Fig. 1: routed clock nets over the placement
Scale bar: 20 µm.
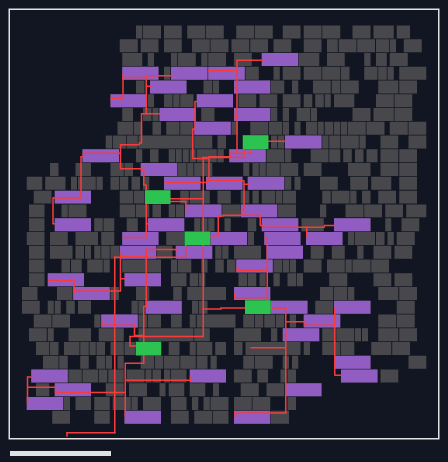
Fig. 2: supply network
Scale bar: 20 µm. Pins as bars on the die edge.
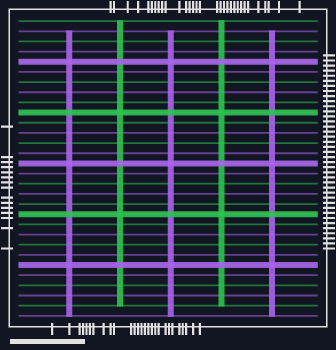
Fig. 3: cell classes on the final placement
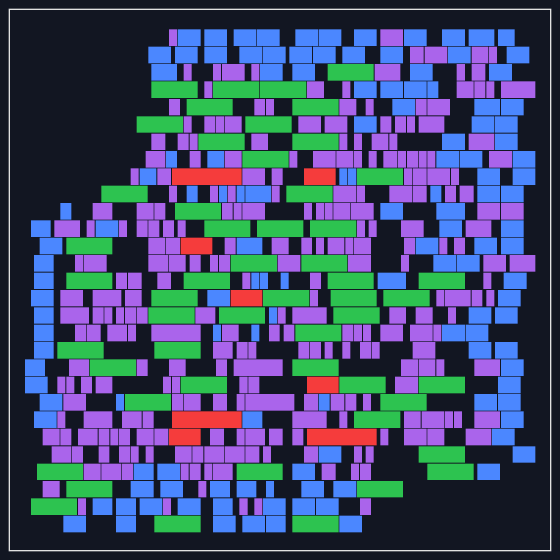
Fig. 4: clock routing
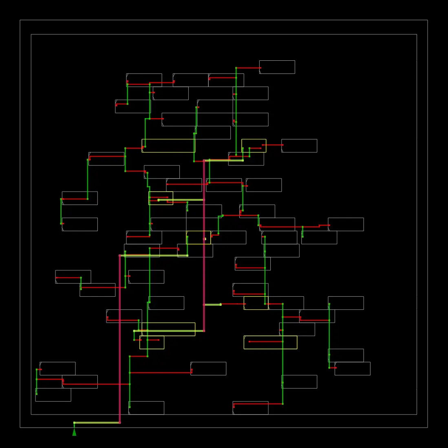
===== config.mk =====
export PLATFORM = sky130hd
export DESIGN_NAME = instr_encoder
export DESIGN_NICKNAME = d
export VERILOG_FILES = /design/src/rtl/instr_encoder_pkg.sv /design/src/rtl/instr_encoder_pack.sv /design/src/rtl/instr_encoder.sv
export SDC_FILE = /design/constraint.sdc
export NUM_CORES = 1
export LEC_CHECK = 0
export ABC_AREA = 0
export CORE_MARGIN = 2
export CORE_UTILIZATION = 44
export DETAILED_ROUTE_END_ITERATION = 8
export GPL_TIMING_DRIVEN = 0
export PLACE_DENSITY = 0.81
export SYNTH_ARGS = -nofsm -noshare
export SYNTH_HDL_FRONTEND = slang
export SYNTH_HIERARCHICAL = 1
export SYNTH_SLANG_ARGS = --single-unit

===== constraint.sdc =====
create_clock -name clk -period 1.9 [get_ports clk]
set_input_delay 0.38 -clock clk [delete_from_list [all_inputs] [get_ports clk]]
set_output_delay 0.38 -clock clk [all_outputs]
set_load 0.05 [all_outputs]

===== src/rtl/instr_encoder_pkg.sv =====
// Shared encoding constants for instr_encoder: operator group codes, 5-bit
// instruction suffixes and small field-packing helpers.
package instr_encoder_pkg;

    localparam logic [3:0] GROUP_CRVMATH       = 4'd0;
    localparam logic [3:0] GROUP_RJMP          = 4'd1;
    localparam logic [3:0] GROUP_CRRMATH       = 4'd2;
    localparam logic [3:0] GROUP_CRSMATH       = 4'd3;
    localparam logic [3:0] GROUP_WRRMATH       = 4'd4;
    localparam logic [3:0] GROUP_WRRMATH_MEM   = 4'd5;
    localparam logic [3:0] GROUP_WRSMATH       = 4'd6;
    localparam logic [3:0] GROUP_WRSMATH_STACK = 4'd7;
    localparam logic [3:0] GROUP_SFLAG         = 4'd8;
    localparam logic [3:0] GROUP_UFLAG         = 4'd9;
    localparam logic [3:0] GROUP_SPECIAL       = 4'd10;
    localparam logic [3:0] GROUP_SPECIAL_LONG  = 4'd11;

    localparam logic [4:0] SFX_CRR     = 5'b00111;
    localparam logic [4:0] SFX_CRS     = 5'b01111;
    localparam logic [4:0] SFX_WRR     = 5'b10111;
    localparam logic [4:0] SFX_WRS     = 5'b11111;
    localparam logic [4:0] SFX_SFLAG   = 5'b00011;
    localparam logic [4:0] SFX_UFLAG   = 5'b10011;
    localparam logic [4:0] SFX_SPECIAL = 5'b11011;

    function automatic logic [15:0] reg_form(input logic [3:0] op,
                                             input logic [2:0] rg2,
                                             input logic [2:0] rg1,
                                             input logic [4:0] sfx);
        return {op, 1'b0, rg2, rg1, sfx};
    endfunction

    // op[3:1] == 111 selects the stack / long variants.
    function automatic logic op_is_top(input logic [3:0] op);
        return (op[3:1] == 3'b111);
    endfunction

    // 1011 and 1111 are register-only forms even though op[3] is set.
    function automatic logic op_is_reg_alias(input logic [3:0] op);
        return (op == 4'b1011) || (op == 4'b1111);
    endfunction

endpackage


===== src/rtl/instr_encoder_pack.sv =====
// Combinational field packer: decoded fields -> 16-bit word, legality, long flag.
// Legality checks are compiled in only with INSTR_ENCODER_CHECK_EN.
module instr_pack
    import instr_encoder_pkg::*;
(
    input  logic [3:0]  group,
    input  logic [3:0]  operator,
    input  logic [2:0]  rg1,
    input  logic [2:0]  rg2,
    input  logic [7:0]  val,
    input  logic [7:0]  flags,
    input  logic [9:0]  relative_addr,
    output logic [15:0] word,
    output logic        legal,
    output logic        is_long
);

    // Per-group encoding and legality.
    always_comb begin
        word    = 16'h0000;
        legal   = 1'b1;
        is_long = 1'b0;
        case (group)
            GROUP_CRVMATH: word = {operator, val, rg1, 1'b0};
            GROUP_RJMP:    word = {operator, relative_addr, 2'b01};
            GROUP_CRRMATH: word = reg_form(operator, rg2, rg1, SFX_CRR);
            GROUP_CRSMATH: word = reg_form(operator, rg2, rg1, SFX_CRS);
            GROUP_WRRMATH: begin
                word = reg_form(operator, rg2, rg1, SFX_WRR);
`ifdef INSTR_ENCODER_CHECK_EN
                legal = ~operator[3] | op_is_reg_alias(operator);
`endif
            end
            GROUP_WRRMATH_MEM: begin
                word = reg_form(operator, rg2, rg1, SFX_WRR);
`ifdef INSTR_ENCODER_CHECK_EN
                legal = operator[3] & ~op_is_reg_alias(operator);
`endif
            end
            GROUP_WRSMATH: begin
                word = reg_form(operator, rg2, rg1, SFX_WRS);
`ifdef INSTR_ENCODER_CHECK_EN
                legal = ~op_is_top(operator);
`endif
            end
            GROUP_WRSMATH_STACK: begin
                word = reg_form(operator, rg2, rg1, SFX_WRS);
`ifdef INSTR_ENCODER_CHECK_EN
                legal = op_is_top(operator);
`endif
            end
            GROUP_SFLAG:   word = {flags, 3'b000, SFX_SFLAG};
            GROUP_UFLAG:   word = {flags, 3'b000, SFX_UFLAG};
            GROUP_SPECIAL: begin
                word = reg_form(operator, rg2, rg1, SFX_SPECIAL);
`ifdef INSTR_ENCODER_CHECK_EN
                legal = ~op_is_top(operator);
`endif
            end
            GROUP_SPECIAL_LONG: begin
                word    = reg_form(operator, rg2, rg1, SFX_SPECIAL);
                is_long = 1'b1;
`ifdef INSTR_ENCODER_CHECK_EN
                legal = op_is_top(operator);
`endif
            end
            default: begin
                // Unassigned group codes fall back to the SPECIAL form.
                word = reg_form(operator, rg2, rg1, SFX_SPECIAL);
`ifdef INSTR_ENCODER_CHECK_EN
                legal = 1'b0;
`endif
            end
        endcase
    end

endmodule


===== src/rtl/instr_encoder.sv =====
// Streaming instruction encoder: packs field bundles into program words with a
// running target address. Define INSTR_ENCODER_CHECK_EN to enable legality/err.
module instr_encoder
    import instr_encoder_pkg::*;
#(
    parameter int ADDR_W = 16
) (
    input  logic              clk,
    input  logic              rst,
    input  logic              in_valid,
    output logic              in_ready,
    input  logic [3:0]        group,
    input  logic [3:0]        operator,
    input  logic [2:0]        rg1,
    input  logic [2:0]        rg2,
    input  logic [7:0]        val,
    input  logic [7:0]        flags,
    input  logic [9:0]        relative_addr,
    input  logic [15:0]       imm16,
    input  logic              load,
    input  logic [ADDR_W-1:0] load_addr,
    output logic              out_valid,
    input  logic              out_ready,
    output logic [15:0]       out_word,
    output logic [ADDR_W-1:0] out_addr,
    output logic              err
);

    typedef enum logic [1:0] {
        ST_EMPTY  = 2'd0,
        ST_FIRST  = 2'd1,
        ST_SECOND = 2'd2
    } state_e;

    state_e            state_r;
    state_e            state_s;
    logic              in_ready_s;
    logic              out_valid_r;
    logic [15:0]       out_word_r;
    logic [ADDR_W-1:0] out_addr_r;
    logic              err_r;
    logic              long_r;
    logic [15:0]       imm_r;

    logic [15:0]       pack_word_s;
    logic              pack_legal_s;
    logic              pack_long_s;
    logic              accept_s;
    logic              accept_legal_s;
    logic              hs_s;

    instr_pack u_pack (
        .group         (group),
        .operator      (operator),
        .rg1           (rg1),
        .rg2           (rg2),
        .val           (val),
        .flags         (flags),
        .relative_addr (relative_addr),
        .word          (pack_word_s),
        .legal         (pack_legal_s),
        .is_long       (pack_long_s)
    );

    assign accept_s       = in_valid & in_ready_s;
    assign accept_legal_s = accept_s & pack_legal_s;
    assign hs_s           = out_valid_r & out_ready;

    assign in_ready  = in_ready_s;
    assign out_valid = out_valid_r;
    assign out_word  = out_word_r;
    assign out_addr  = out_addr_r;
    assign err       = err_r;

    // Next-state and input-side ready.
    always_comb begin
        state_s    = state_r;
        in_ready_s = 1'b0;
        case (state_r)
            ST_EMPTY: begin
                in_ready_s = 1'b1;
                if (accept_legal_s) begin
                    state_s = ST_FIRST;
                end else begin
                    state_s = ST_EMPTY;
                end
            end
            ST_FIRST: begin
                in_ready_s = out_ready & ~long_r;
                if (!hs_s) begin
                    state_s = ST_FIRST;
                end else if (long_r) begin
                    state_s = ST_SECOND;
                end else if (accept_legal_s) begin
                    state_s = ST_FIRST;
                end else begin
                    state_s = ST_EMPTY;
                end
            end
            ST_SECOND: begin
                in_ready_s = out_ready;
                if (!hs_s) begin
                    state_s = ST_SECOND;
                end else if (accept_legal_s) begin
                    state_s = ST_FIRST;
                end else begin
                    state_s = ST_EMPTY;
                end
            end
            default: begin
                in_ready_s = 1'b0;
                state_s    = ST_EMPTY;
            end
        endcase
    end

    // State, output word/address registers and error pulse.
    always_ff @(posedge clk) begin
        if (rst) begin
            state_r     <= ST_EMPTY;
            out_valid_r <= 1'b0;
            out_word_r  <= 16'h0000;
            out_addr_r  <= {ADDR_W{1'b0}};
            err_r       <= 1'b0;
            long_r      <= 1'b0;
            imm_r       <= 16'h0000;
        end else begin
            state_r     <= state_s;
            out_valid_r <= (state_s != ST_EMPTY);
            if (accept_legal_s) begin
                out_word_r <= pack_word_s;
                long_r     <= pack_long_s;
                imm_r      <= imm16;
            end else if (hs_s && (state_r == ST_FIRST) && long_r) begin
                out_word_r <= imm_r;
                long_r     <= 1'b0;
            end else begin
                out_word_r <= out_word_r;
                long_r     <= long_r;
            end
            // The address register is the pending word's address, so a load
            // also retargets a word that is still waiting for out_ready.
            if (load) begin
                out_addr_r <= load_addr;
            end else if (hs_s) begin
                out_addr_r <= out_addr_r + {{(ADDR_W-1){1'b0}}, 1'b1};
            end else begin
                out_addr_r <= out_addr_r;
            end
`ifdef INSTR_ENCODER_CHECK_EN
            err_r <= accept_s & ~pack_legal_s;
`else
            err_r <= 1'b0;
`endif
        end
    end

endmodule


==> ci_impl_report.md <==
## Synthesis and layout report

| Metric | Value |
|---|---|
| Comb gate area | 1620 µm² |
| All-Layer GR Usage | 0.223 |
| Routed vias/inst | 5.29 |
| ANT cells | 0 |
| Dpl cells | about 530 |
| Worst Setup SP | out_word[15] |
| Chip Area, Yosys | roughly 2900 µm² |
| Worst Hold Launch | imm_r[13] |
| Run status | complete, no violations |
| Hold depth | 2 |
| Final WS setup | between 0.02 and 0.03 ns |
| Total Nets Final | about 530 |
| Post-synth cell types | 48 |
| Remaining DRCs | 0 |
| Top Layout Cells | clkdlybuf4s50_1 (88), dfxtp_1 (52), nand2_1 (48) |
| Pre-CTS setup slack | -0.692 ns |
| CP max stage delay | approximately 0.81 ns |
| Largest Pwr Group | sequential cells |
| Mi-comb count | between 200 and 250 |
| Crit Path Class | flop to output pin |
| Ys Warns | 6 |
| Top non-seq family | simple AND/OR/NAND/NOR gates |
| Overall power | ~3 mW |
| Crit share post-route | 0.985 |
## Picture notes: Fig. 1
[red] clock wires | length: 602 µm
[purple] flip-flops | count: 52
[green] clock-net drivers | count: 5
routed clock nets: 6
clk ins delay skew pair: 0.31 ns
clk_skew: 0.00738 ns
Clk pwr share: 0.350
Clock group: 1.03 mW

## Picture notes: Fig. 2
[green] VDD
[purple] VSS
signal pins: 112
met4 straps: 5
rows: 29
met5 straps: 5
maximum vdd drop: 344 µV
Die Width: 84.6 µm
Core Region: 6310 µm²
Die Span Y: 84.6 µm

## Picture notes: Fig. 3
[green] registers | cells: 52 | share of their area: 26%
[red] clock drivers and dummy loads | cells: 8 | share of their area: 3.9%
[purple] remaining logic cells | cells: 264 | share of their area: 41%
[blue] remaining buffers and delay cells | cells: 132 | share of their area: 29%
design area: 4170 µm²
row count: 29
fin util: 0.661

## Picture notes: Fig. 4
flip-flops: 52
CTS sink count: 52
clk_buf instances: 5
Num CTS Buffers: 5

Power figures rest on the tool's default switching activity, not on a simulated workload.
